### src/rtl/mem_port_arbiter.sv
// Shares one single-port memory between instruction fetch and load/store.
// Load/store has priority, fetch is protected from starvation, and a watchdog aborts accesses the memory never acknowledges.
module mem_port_arbiter #(
    parameter int unsigned MAX_LS_STREAK = 4,
    parameter int unsigned TIMEOUT       = 15
) (
    input  logic        i_clk,
    input  logic        i_reset,
    input  logic        i_if_req,
    input  logic [31:0] i_if_addr,
    output logic        o_if_gnt,
    output logic        o_if_rvalid,
    output logic [31:0] o_if_rdata,
    input  logic        i_ls_req,
    input  logic        i_ls_wren,
    input  logic [31:0] i_ls_addr,
    input  logic [31:0] i_ls_wdata,
    input  logic [3:0]  i_ls_bmask,
    output logic        o_ls_gnt,
    output logic        o_ls_rvalid,
    output logic [31:0] o_ls_rdata,
    output logic        o_mem_req,
    output logic        o_mem_wren,
    output logic [31:0] o_mem_addr,
    output logic [31:0] o_mem_wdata,
    output logic [3:0]  o_mem_bmask,
    input  logic        i_mem_ack,
    input  logic [31:0] i_mem_rdata,
    output logic        o_bus_err,
    output logic        o_busy
);

    localparam int unsigned STREAK_W = (MAX_LS_STREAK < 1) ? 1 : $clog2(MAX_LS_STREAK + 1);
    localparam int unsigned WDOG_W   = (TIMEOUT < 2) ? 1 : $clog2(TIMEOUT + 1);
    localparam logic [31:0] ABORT_DATA = 32'hDEAD_BEEF;

    typedef enum logic [1:0] {
        IDLE,
        IF_ACC,
        LS_ACC
    } state_t;

    state_t              state;
    logic [STREAK_W-1:0] streak;
    logic [WDOG_W-1:0]   wdog;
    logic                abort_if;
    logic                abort_ls;
    logic                if_win;
    logic                ls_win;
    logic                streak_full;

    // Fetch words are always aligned, so the byte offset is dropped.
    logic unused_if_addr_lsbs;
    assign unused_if_addr_lsbs = ^i_if_addr[1:0];

    // Arbitration is resolved in the IDLE cycle itself so the grant can go out immediately.
    assign streak_full = (streak == STREAK_W'(MAX_LS_STREAK));
    assign if_win      = i_reset && (state == IDLE) && i_if_req && (!i_ls_req || streak_full);
    assign ls_win      = i_reset && (state == IDLE) && i_ls_req && !if_win;
    assign o_if_gnt    = if_win;
    assign o_ls_gnt    = ls_win;

    always_ff @(posedge i_clk) begin
        if (!i_reset) begin
            state       <= IDLE;
            streak      <= '0;
            wdog        <= '0;
            abort_if    <= 1'b0;
            abort_ls    <= 1'b0;
            o_if_rvalid <= 1'b0;
            o_if_rdata  <= '0;
            o_ls_rvalid <= 1'b0;
            o_ls_rdata  <= '0;
            o_mem_req   <= 1'b0;
            o_mem_wren  <= 1'b0;
            o_mem_addr  <= '0;
            o_mem_wdata <= '0;
            o_mem_bmask <= '0;
            o_bus_err   <= 1'b0;
            o_busy      <= 1'b0;
        end else begin
            o_if_rvalid <= 1'b0;
            o_ls_rvalid <= 1'b0;
            o_bus_err   <= 1'b0;
            abort_if    <= 1'b0;
            abort_ls    <= 1'b0;

            // An aborted access reports its error one cycle after the memory request is dropped.
            if (abort_if) begin
                o_if_rvalid <= 1'b1;
                o_if_rdata  <= ABORT_DATA;
                o_bus_err   <= 1'b1;
            end
            if (abort_ls) begin
                o_ls_rvalid <= 1'b1;
                o_ls_rdata  <= ABORT_DATA;
                o_bus_err   <= 1'b1;
            end

            case (state)
                IDLE: begin
                    if (if_win) begin
                        state       <= IF_ACC;
                        o_mem_req   <= 1'b1;
                        o_mem_wren  <= 1'b0;
                        o_mem_addr  <= {i_if_addr[31:2], 2'b00};
                        o_mem_wdata <= '0;
                        o_mem_bmask <= 4'hF;
                        o_busy      <= 1'b1;
                        wdog        <= '0;
                        streak      <= '0;
                    end else if (ls_win) begin
                        state       <= LS_ACC;
                        o_mem_req   <= 1'b1;
                        o_mem_wren  <= i_ls_wren;
                        o_mem_addr  <= i_ls_addr;
                        o_mem_wdata <= i_ls_wdata;
                        o_mem_bmask <= i_ls_bmask;
                        o_busy      <= 1'b1;
                        wdog        <= '0;
                        if (!i_if_req) begin
                            streak <= '0;
                        end else if (!streak_full) begin
                            streak <= streak + STREAK_W'(1);
                        end
                    end
                end
                IF_ACC, LS_ACC: begin
                    if (i_mem_ack) begin
                        state     <= IDLE;
                        o_mem_req <= 1'b0;
                        o_busy    <= 1'b0;
                        if (state == IF_ACC) begin
                            o_if_rvalid <= 1'b1;
                            o_if_rdata  <= i_mem_rdata;
                        end else begin
                            o_ls_rvalid <= 1'b1;
                            o_ls_rdata  <= o_mem_wren ? 32'h0 : i_mem_rdata;
                        end
                    end else if (wdog == WDOG_W'(TIMEOUT - 1)) begin
                        state     <= IDLE;
                        o_mem_req <= 1'b0;
                        o_busy    <= 1'b0;
                        wdog      <= WDOG_W'(TIMEOUT);
                        abort_if  <= (state == IF_ACC);
                        abort_ls  <= (state == LS_ACC);
                    end else begin
                        wdog <= wdog + WDOG_W'(1);
                    end
                end
                default: begin
                    state     <= IDLE;
                    o_mem_req <= 1'b0;
                    o_busy    <= 1'b0;
                end
            endcase
        end
    end

endmodule

### config.mk
export PLATFORM = sky130hd
export DESIGN_NAME = mem_port_arbiter
export DESIGN_NICKNAME = d
export VERILOG_FILES = /design/src/rtl/mem_port_arbiter.sv
export SDC_FILE = /design/constraint.sdc
export NUM_CORES = 1
export LEC_CHECK = 0
export CAP_MARGIN = 20
export CORE_MARGIN = 5
export CORE_UTILIZATION = 42
export DETAILED_ROUTE_END_ITERATION = 12
export GPL_TIMING_DRIVEN = 0
export PLACE_DENSITY = 0.76
export SYNTH_ARGS = -nofsm -noshare
export SYNTH_HDL_FRONTEND = slang
export SYNTH_SLANG_ARGS = --single-unit
### constraint.sdc
create_clock -name i_clk -period 1.75 [get_ports i_clk]
set_input_delay 0.4375 -clock i_clk [delete_from_list [all_inputs] [get_ports i_clk]]
set_output_delay 0.4375 -clock i_clk [all_outputs]
set_load 0.05 [all_outputs]
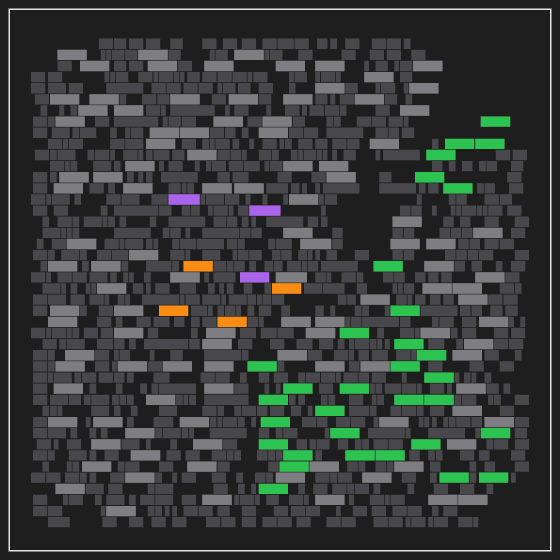
**Above:** sequential cells grouped by signal name.
Other sequential cells in the stronger gray, the rest of the logic in the fainter gray.
Key: orange = wdog [placed flops 4]; purple = streak [placed flops 3]; green = o_if_rdata [placed flops 32]
Another 109 sequential cells are not colored.
flop share of the area: 30.0%
FF+latch area: 2970 µm²

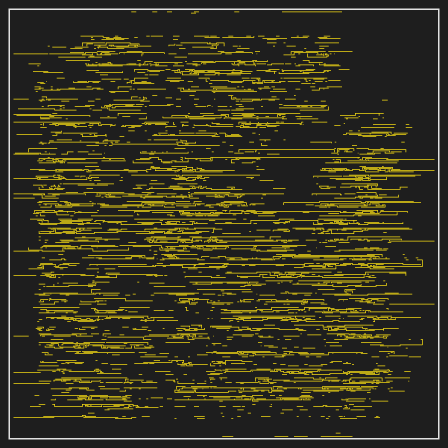
**Above:** signal wires on met1.
The longest straight run is 46.0 µm. 971 nets have wire on it.

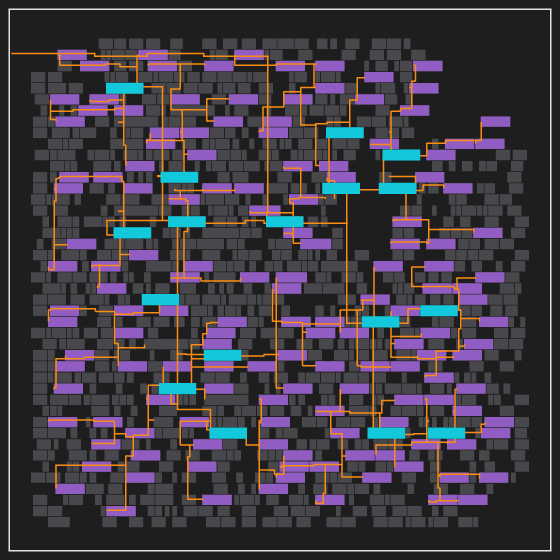
**Above:** clock network drawn from the DEF.
Key: cyan = clock-net drivers [count 17]; purple = flip-flops [count 148]; orange = clock wires [length 1800 µm]
There are 18 routed clock nets.

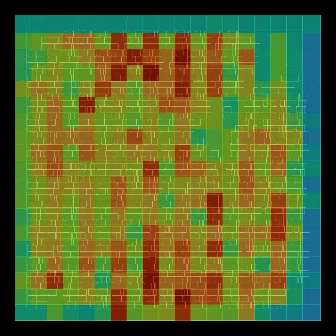
**Above:** congestion heat map.
GR met2 Demand/Resource: 38.2%
Routed WL per cell: 18.3 µm
Most Crowded Layer GR: met2
GRT Util Overall: 23.5%

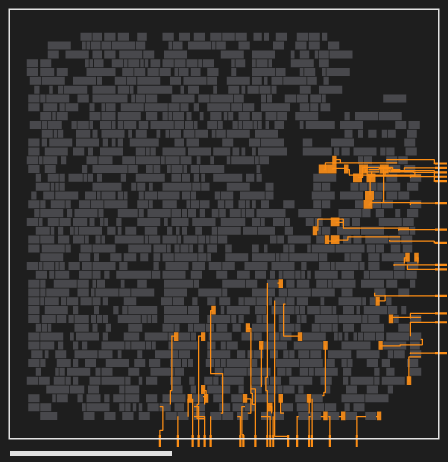
**Above:** nets reached from selected ports.
Scale bar: 50 µm.
Key: orange = i_mem_rdata [bits 32, direction input, edge 18 bottom, 14 right, end cells 40, wire 858 µm]
Ports: 278
Buffers on Ports: 273

[sequential cells by signal, indices dropped and copies added, names as in the netlist, 2 cells and up]
signal and cells:
o_if_rdata 32, o_ls_rdata 32, o_mem_addr 32, o_mem_bmask 4, o_mem_wdata 32, state 2, streak 3, wdog 4
[through the flow]
stage	cell area, µm²	total power, W	setup slack (ns)	setup TNS, ns
5_1_grt	9890	0.0111	-0.296	-0.578
3_5_place_dp	9220	0.00677	-1.19	-44.79
2_1_floorplan	6250	0.00565	0.00772	0
6_report	9890	0.0107	-0.228	-0.409
3_3_place_gp	9220	0.00675	-1.21	-41.89
4_1_cts	9900	0.0107	-0.327	-0.641
[per-layer routing]
layer	vias to the layer above	GRT usage, %
met5	-	0
met4	2	10.4
met3	54	8.63
met2	244	38.2
met1	2970	27.8
li1	3058	-
[worst paths after layout]
path                            slack (ns)  cells past startpoint      start             end
worst min-delay path                  0.33                      3   i_if_req       streak[1]
worst min register to register        0.47                      2  streak[1]       streak[1]
worst max-delay path                 -0.23                      6   state[0]        o_if_gnt
worst max register to register        0.08                      8   state[0]  o_if_rdata[31]
[critical path: stages, from the launching register on]
cell and delay [ns]:
dfxtp_2 0.32, inv_2 0.08, ha_4 0.19, nand3_4 0.07, or2_4 0.26, clkinv_4 0.07, buf_8 0.14
[area by class of cell]
| type | count | area, µm² |
|---|---|---|
| multi-input combinational | 414 | 2860 |
| buffer | 70 | 385 |
| fill | 1178 | 4700 |
| clock inverter | 12 | 199 |
| inverter | 34 | 133 |
| clock buffer | 20 | 457 |
| sequential | 148 | 2970 |
| tap | 184 | 230 |
| timing repair buffer | 285 | 2660 |
[timing repair]
item	in CTS	in global routing
gates resized	244	124
endpoints found under the setup margin	193	178
buffers inserted	7	5
pin swaps	3	5
==> run summary <==
CTS sink count: 148
Top logic family: AND-OR/OR-AND gates
main flop type: dfxtp_1
fmax: 0.506 GHz
startpoint class of the critical path: flip-flop
largest net degree at the start of global routing: 17
xor/xnor share of the synthesized area: 0%
Syn Inst Count: 668
Lkg Pwr: 4.02 nW
Layout Cells excl Fill: 1167
final hold violations: 0
mapped cell area: 6250 µm²
nets: 1115
setup ws final: -0.228 ns
Top Layer Used: met5
Syn-to-layout area delta: 58.2%
switching share of power: 31.9%
H-tree depth: 4
ratio of cells with drive above 1 in the final layout: 17.6%
AO/OA Area Share: 27.3%
max-slew violations: 0
via count: 6328
gpl congestion: 0.813
final wirelength: 21300 µm
Ant. Diodes: 0
clock share of power: 37.9%
drt first pass iters: 4
Peak supply drop: 721 µV
Die Span X: 132 µm
Worst EP arrival: 1.54 ns
met2 wire length: 10100 µm
Max Cap Viol: 0
yosys cell count: 668
CTS root buffer: clkbuf_16
final core utilization: 67.8%
outcome: finished, violations left
Seq group: 0.00380 W
final worst path period share: 113%
RSZ-0062 raised after global routing: true
Yosys top cell by area: dfxtp_1
antenna violations before repair: 1
Worst-Margin Slew: 0.584 ns
failing checks: setup timing
relative slew slack: 61.0%
Placed Cells: 1125
wl on met1: 8630 µm
Switch Pwr: 0.00342 W
vias in the first global route: 6328
post-layout min period: 1.98 ns
Yosys Chip Area: 6250 µm²
GRT overflow: 0
synthesized net count: 813
crit path DRT: 1.31 ns
kind of critical path: reg -> out
Post-synth regs: 148
Post-synth seq share: 47.4%
clk pwr: 0.00406 W
tool warnings: 34
Final ANT Viol Nets: 0
Core Footprint: 14600 µm²
drt initial violations: 327
combinational logic power: 0.00285 W
Max power group: clock
Num CTS Buffers: 17
Late-Pin Clk Latency: 0.42 ns
FP Util: 42.9%
Avg Inst Size Synth: 9.36 µm²
final setup skew: 0.00779 ns
biggest area cells: dfxtp_1 (47%), a211oi_2 (5.6%), o311a_1 (5.1%)
chip area: 17400 µm²
Top-area cell share: 47.4%
Residual DRC: 0
most used logic cell in the final layout: dfxtp_1
Post-synth ARST share: 0%
final setup fails: 2
Clock Pin Slew Worst Setup and Hold Paths: 0.06 ns
met3 routed WL: 1750 µm
Yosys warnings: 0
most frequent cells in the layout: dfxtp_1 (144), clkdlybuf4s50_1 (132), clkdlybuf4s15_1 (86), nor2_1 (65), nor3_1 (48)
mux share: 0.820%
CP max FO: 5
top cells by count, synth: dfxtp_1 (148), nor2_1 (65), nor3_1 (48), a32oi_1 (33)
Die Height: 132 µm
Worst setup EP type: output port
clock buffer depth: 2
CTS tree: done
hold slack final: 0.325 ns
EDFF count, synth: 0
power density cells: 1080 nW/µm²
dpl hpwl: 15900 µm
Synth Area in Simple Gates: 15.3%
Cell Type Count: 47
first-pass GRT wire length: 33300 µm
combinational power share: 26.6%
most frequent cell after synthesis: dfxtp_1
cts hold-fix bufs: 0
Pint: 0.00729 W
row count: 44
hold crit path type: in -> reg
sequential share of power: 35.5%
Avg Vias per Cell: 5.42
yosys adder share: 1.40%
No activity file was given, so power comes from the tool's default toggle rates.
